**src/rtl/mac_tx_arbiter_if.sv**
```systemverilog
// Stream bundle around the TX arbiter: N requester streams in, one MAC TX stream out.
// master = the arbiter itself; slave = the requesters plus MAC TX that surround it.
interface mac_tx_arbiter_if #(
  parameter int N_PORTS   = 4,
  parameter int N_SYMBOLS = 8,
  parameter int W_SYMBOL  = 8
);
  logic [N_PORTS-1:0]                               s_axis_tvalid;
  logic [N_PORTS-1:0][N_SYMBOLS-1:0]                s_axis_tkeep;
  logic [N_PORTS-1:0][N_SYMBOLS-1:0][W_SYMBOL-1:0]  s_axis_tdata;
  logic [N_PORTS-1:0]                               s_axis_tlast;
  logic [N_PORTS-1:0]                               s_axis_tready;

  logic                                             m_axis_tvalid;
  logic [N_SYMBOLS-1:0]                             m_axis_tkeep;
  logic [N_SYMBOLS-1:0][W_SYMBOL-1:0]               m_axis_tdata;
  logic                                             m_axis_tlast;
  logic                                             m_axis_tready;

  modport master (
    input  s_axis_tvalid, s_axis_tkeep, s_axis_tdata, s_axis_tlast, m_axis_tready,
    output s_axis_tready, m_axis_tvalid, m_axis_tkeep, m_axis_tdata, m_axis_tlast
  );

  modport slave (
    output s_axis_tvalid, s_axis_tkeep, s_axis_tdata, s_axis_tlast, m_axis_tready,
    input  s_axis_tready, m_axis_tvalid, m_axis_tkeep, m_axis_tdata, m_axis_tlast
  );
endinterface

```
**src/rtl/mac_tx_arbiter.sv**
```systemverilog
// Packet-level round-robin arbiter in front of the MAC TX; a grant is held for a whole frame.
//   state  | meaning
//   S_IDLE | outputs quiet, pick next requester after last_grant
//   S_BUSY | granted stream passed through until its tlast beat transfers
module mac_tx_arbiter #(
  parameter int N_PORTS = 4,
  parameter int W_PORT  = (N_PORTS > 1) ? $clog2(N_PORTS) : 1
) (
  input  logic              i_clk,
  input  logic              i_reset,
  input  logic              i_clk_en,
  mac_tx_arbiter_if.master  axis,
  output logic [W_PORT-1:0] o_grant,
  output logic              o_busy,
  output logic              o_frame_done
);

  typedef enum logic {S_IDLE, S_BUSY} state_t;

  state_t              r_state;
  logic [W_PORT-1:0]   r_grant;
  logic [W_PORT-1:0]   r_last_grant;
  logic                r_busy;
  logic                r_frame_done;

  state_t              w_state_nxt;
  logic [W_PORT-1:0]   w_grant_nxt;
  logic [W_PORT-1:0]   w_last_grant_nxt;
  logic                w_frame_done_nxt;
  logic                w_req_found;
  logic [W_PORT-1:0]   w_req_sel;
  logic [W_PORT-1:0]   w_scan;
  logic                w_xfer;

  // Rotating scan: last_grant+1 first, last_grant itself last.
  always_comb begin
    w_req_found = 1'b0;
    w_req_sel   = '0;
    w_scan      = '0;
    for (int k = 1; k <= N_PORTS; k++) begin
      w_scan = W_PORT'((int'(r_last_grant) + k) % N_PORTS);
      if (!w_req_found && axis.s_axis_tvalid[w_scan]) begin
        w_req_found = 1'b1;
        w_req_sel   = w_scan;
      end
    end
  end

  always_comb begin
    axis.m_axis_tvalid = 1'b0;
    axis.m_axis_tkeep  = '0;
    axis.m_axis_tdata  = '0;
    axis.m_axis_tlast  = 1'b0;
    axis.s_axis_tready = '0;
    if (r_state == S_BUSY) begin
      axis.m_axis_tvalid          = axis.s_axis_tvalid[r_grant];
      axis.m_axis_tkeep           = axis.s_axis_tkeep[r_grant];
      axis.m_axis_tdata           = axis.s_axis_tdata[r_grant];
      axis.m_axis_tlast           = axis.s_axis_tlast[r_grant];
      axis.s_axis_tready[r_grant] = axis.m_axis_tready & i_clk_en;
    end
  end

  assign w_xfer = axis.m_axis_tvalid & axis.m_axis_tready & i_clk_en;

  always_comb begin
    w_state_nxt      = r_state;
    w_grant_nxt      = r_grant;
    w_last_grant_nxt = r_last_grant;
    w_frame_done_nxt = 1'b0;
    case (r_state)
      S_IDLE: begin
        if (w_req_found) begin
          w_state_nxt      = S_BUSY;
          w_grant_nxt      = w_req_sel;
          w_last_grant_nxt = w_req_sel;
        end
      end
      S_BUSY: begin
        if (w_xfer && axis.m_axis_tlast) begin
          w_state_nxt      = S_IDLE;
          w_frame_done_nxt = 1'b1;
        end
      end
      default: w_state_nxt = S_IDLE;
    endcase
  end

  // last_grant resets to the top port so port 0 wins the first arbitration.
  always_ff @(posedge i_clk or posedge i_reset) begin
    if (i_reset) begin
      r_state      <= S_IDLE;
      r_grant      <= '0;
      r_last_grant <= W_PORT'(N_PORTS - 1);
      r_busy       <= 1'b0;
      r_frame_done <= 1'b0;
    end else if (i_clk_en) begin
      r_state      <= w_state_nxt;
      r_grant      <= w_grant_nxt;
      r_last_grant <= w_last_grant_nxt;
      r_busy       <= (w_state_nxt == S_BUSY);
      r_frame_done <= w_frame_done_nxt;
    end
  end

  assign o_grant      = r_grant;
  assign o_busy       = r_busy;
  assign o_frame_done = r_frame_done;

endmodule

```
**src/flat_wrapper.sv**
```systemverilog
// flat-port wrapper written by rule: the top's interface ports become plain ports
module mac_tx_arbiter_flat 
#(
  parameter int N_PORTS = 4,
  parameter int W_PORT  = (N_PORTS > 1) ? $clog2(N_PORTS) : 1
)
  (i_clk, i_reset, i_clk_en, o_grant, o_busy, o_frame_done, axis_s_axis_tvalid, axis_s_axis_tkeep, axis_s_axis_tdata, axis_s_axis_tlast, axis_m_axis_tready, axis_s_axis_tready, axis_m_axis_tvalid, axis_m_axis_tkeep, axis_m_axis_tdata, axis_m_axis_tlast);
  mac_tx_arbiter_if #(.N_PORTS(N_PORTS), .N_SYMBOLS((4)), .W_SYMBOL((8))) axis_i ();
  input  logic i_clk;
  input  logic i_reset;
  input  logic i_clk_en;
  output logic [W_PORT-1:0] o_grant;
  output logic o_busy;
  output logic o_frame_done;
  input wire logic [$bits(axis_i.s_axis_tvalid)-1:0] axis_s_axis_tvalid;
  input wire logic [$bits(axis_i.s_axis_tkeep)-1:0] axis_s_axis_tkeep;
  input wire logic [$bits(axis_i.s_axis_tdata)-1:0] axis_s_axis_tdata;
  input wire logic [$bits(axis_i.s_axis_tlast)-1:0] axis_s_axis_tlast;
  input wire logic [$bits(axis_i.m_axis_tready)-1:0] axis_m_axis_tready;
  output wire logic [$bits(axis_i.s_axis_tready)-1:0] axis_s_axis_tready;
  output wire logic [$bits(axis_i.m_axis_tvalid)-1:0] axis_m_axis_tvalid;
  output wire logic [$bits(axis_i.m_axis_tkeep)-1:0] axis_m_axis_tkeep;
  output wire logic [$bits(axis_i.m_axis_tdata)-1:0] axis_m_axis_tdata;
  output wire logic [$bits(axis_i.m_axis_tlast)-1:0] axis_m_axis_tlast;
  assign axis_i.s_axis_tvalid = axis_s_axis_tvalid;
  assign axis_i.s_axis_tkeep = axis_s_axis_tkeep;
  assign axis_i.s_axis_tdata = axis_s_axis_tdata;
  assign axis_i.s_axis_tlast = axis_s_axis_tlast;
  assign axis_i.m_axis_tready = axis_m_axis_tready;
  assign axis_s_axis_tready = axis_i.s_axis_tready;
  assign axis_m_axis_tvalid = axis_i.m_axis_tvalid;
  assign axis_m_axis_tkeep = axis_i.m_axis_tkeep;
  assign axis_m_axis_tdata = axis_i.m_axis_tdata;
  assign axis_m_axis_tlast = axis_i.m_axis_tlast;
  mac_tx_arbiter #(.N_PORTS(N_PORTS), .W_PORT(W_PORT)) u_core (.i_clk(i_clk), .i_reset(i_reset), .i_clk_en(i_clk_en), .axis(axis_i), .o_grant(o_grant), .o_busy(o_busy), .o_frame_done(o_frame_done));
endmodule
```
**config.mk**
```make
export PLATFORM = sky130hd
export DESIGN_NAME = mac_tx_arbiter_flat
export DESIGN_NICKNAME = d
export VERILOG_FILES = /design/src/rtl/mac_tx_arbiter_if.sv /design/src/rtl/mac_tx_arbiter.sv /design/src/flat_wrapper.sv
export SDC_FILE = /design/constraint.sdc
export NUM_CORES = 1
export LEC_CHECK = 0
export CORE_ASPECT_RATIO = 1.25
export CORE_MARGIN = 4
export CORE_UTILIZATION = 29
export DETAILED_ROUTE_END_ITERATION = 12
export GPL_ROUTABILITY_DRIVEN = 0
export PLACE_DENSITY_LB_ADDON = 0.05
export SYNTH_ARGS = -nofsm -noshare
export SYNTH_HDL_FRONTEND = slang
export SYNTH_SLANG_ARGS = --single-unit
```
**constraint.sdc**
```tcl
create_clock -name i_clk -period 3.1 [get_ports i_clk]
set_input_delay 0.31 -clock i_clk [delete_from_list [all_inputs] [get_ports i_clk]]
set_output_delay 0.31 -clock i_clk [all_outputs]
set_load 0.1 [all_outputs]
```
**Selected gate families**

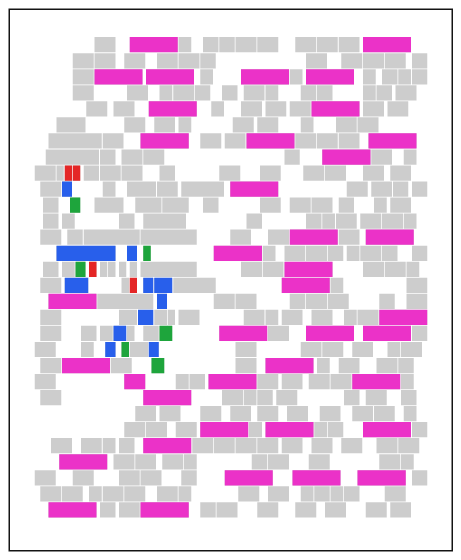
- inv cells: red (cells 4; where west)
- mux cells: magenta (cells 39; where all over the die)
- nand cells: green (cells 6)
- aoi and oai cells: blue (cells 11; where west)
Final Non-Filler Cells: 396
Top cell excl fill/tap: clkdlybuf4s50_1
Comb/total area: 0.3726

**Wiring by layer**

Two of the layers only.
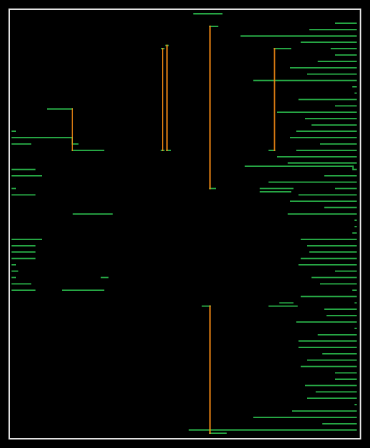
- M3: green (wire length 785 µm)
- M4: orange (wire length 137 µm)

**Ports around the boundary**

Scale bar: 20 µm. Pins as bars across the die edge, other pins in gray.
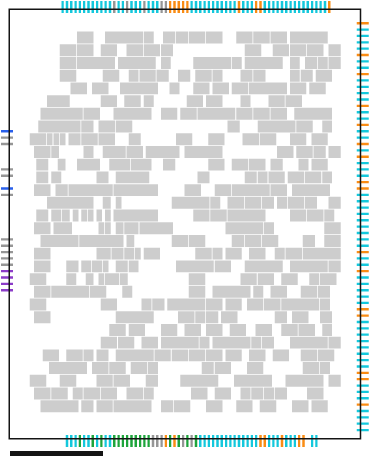
- axis_s_axis_tvalid: purple (pins 4; direction input; edge west)
- axis_m_axis_tdata: orange (pins 32; direction output; edge 16 east, 9 north, 7 south)
- axis_s_axis_tdata: cyan (pins 128; direction input; edge 49 east, 49 north, 30 south)
- axis_s_axis_tkeep: green (pins 16; direction input; edge south)
- o_grant: blue (pins 2; direction output; edge west)
- all pins by edge: 65 east, 63 north, 58 south, 16 west

**Routing congestion map**

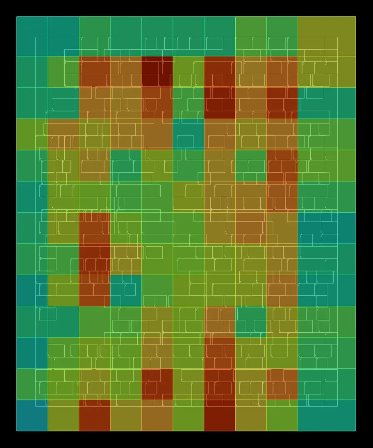
M3 GR Usage: 0.04540
grt met1 use: 0.2300
busiest grt layer: met2

**Cell sizes after repair**

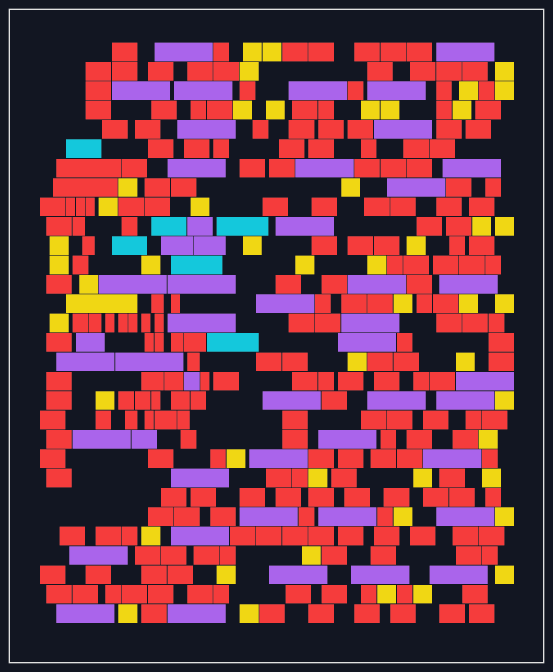
- x3 and x4: yellow (cells 49; share 15%)
- x6 and larger: cyan (cells 6; share 1.8%)
- x2: purple (cells 48; share 14%)
- x1 and smaller: red (cells 229; share 69%)
final worst slack: 0.4894 ns
Area Growth Syn to Fin: 123.0%
Post-Layout Inst Area: 3613 µm²
Buffers, non-clock: 206

==> GITHUB_STEP_SUMMARY <==
## PnR job results

| Metric | Value |
|---|---|
| Dominant Register Cell | dfrtp_1 |
| Biggest area cells | mux4_2 53%, and2_1 15%, dfrtp_1 6.2%, buf_12 3.7%, dfstp_2 3.2% |
| Fin Clk Skew | between 0.004 and 0.005 ns |
| Run status | completed |
| Final Slew Violations | 0 |
| Slowest CP cell | dfrtp_2 |
| Vias | ~2000 |
| Final wirelength | 7777 µm |
| Fin crit period | roughly 2.6 ns |
| WP data arrival | about 2.3 ns |
| CP top delay family | flip-flops |
| Most frequent CP cell | buf_4 |
| Die area | 6854 µm² |
| Setup bufs post-CTS | 0 |
| Top non-seq family | multiplexers |
| Xor and xnor area share after synthesis | 0 |
| Gr usage total | 0.2129 |
| Worst slew pin tran | just over 0.7 ns |
| Worst Setup EP | axis_m_axis_tdata[22] |
| CTS max path bufs | 2 |
| Top cells by count, synth | 38 x and2_1, 38 x mux4_2, 7 x nor2_1 |
| Dpl ws | about 0.65 ns |
| Yosys reg bits | 6 |
| Max-area cell share | 0.5282 |
| R2r endpoint | u_core.o_busy |
| Top Layout Cells | 155 x clkdlybuf4s50_1, 48 x buf_4, 38 x mux4_2, 38 x and2_1, 7 x nor2_1 |
| Cell Rows | 30 |
| Hold Crit Class | input pin to asynchronous set/reset pin |
| Wire length of the first global-routing pass | between 10000 and 15000 µm |
| Port Buffers | ~200 |
| Die H | ~92 µm |
| Post-Syn Instances | about 140 |
| Seq share, synth | 0.09421 |
| Final hold violation count | 0 |
| Stage-log warning count | 26 |
| Req. time, crit path | between 2 and 3 ns |
| Sum of negative setup slack | 0 ns |
| Mux share | 0.5344 |
| Ys async rst share | 1.000 |
| Critical path depth | 4 |
| Total CTS buffers | 3 |
| Yosys stat area | about 1600 µm² |
| Setup crit end kind | output pin |
| Die X | ~75 µm |
| Aoi share | 0.06255 |
| GR Overflow Total | 0 |
| Core area | approximately 5400 µm² |
| Cell Type Count | 30 |
| H-tree depth | 1 |
| Max-slew headroom | 0.5151 |
| Synth Cell Area | between 1500 and 2000 µm² |
| Adder share | 0 |
| CTS Sinks | 6 |
| Inserted Diodes | 0 |
| Synth Net Count | roughly 290 |
| Pin count of the biggest net entering global routing | 27 |
| Placed Cells | 392 |
| # setup viols final | 0 |
| Vias in the first global route | ~2100 |
| Max Clock Freq | around 380 MHz |
| Share of cells above drive strength 1 | 0.3102 |
| CP max stage delay | 0.83 ns |
| Worst path bufs/invs | 2 |
| Number of enable flip-flop cells | 0 |
| CTS resizes | 0 |
==> metal layers <==
layer	track usage	wire length, µm	up-vias
li1	-	-	933
met1	0.2300	2492	970
met2	0.4055	4363	111
met3	0.04540	784	12
met4	0.04451	136	0
met5	0	0	-
==> layout make-up <==
type                    instances  area, µm²
clock buffers                   4      45.04
fillers                       442       1829
inverters                       4      15.01
multi-input cells             112       1346
flip-flops and latches          6      155.1
well taps                      64      80.08
repair buffers                206       1972
==> per-stage QoR <==
step           cell area, µm²  utilization  hold WS [ns]
4_1_cts                  3613       0.6639        0.3082
3_5_place_dp             3568       0.6556        0.5297
3_3_place_gp             3568       0.6556        0.5212
6_report                 3613       0.6639        0.3073
5_1_grt                  3613       0.6639        0.3279
2_1_floorplan            1635            -       0.09951
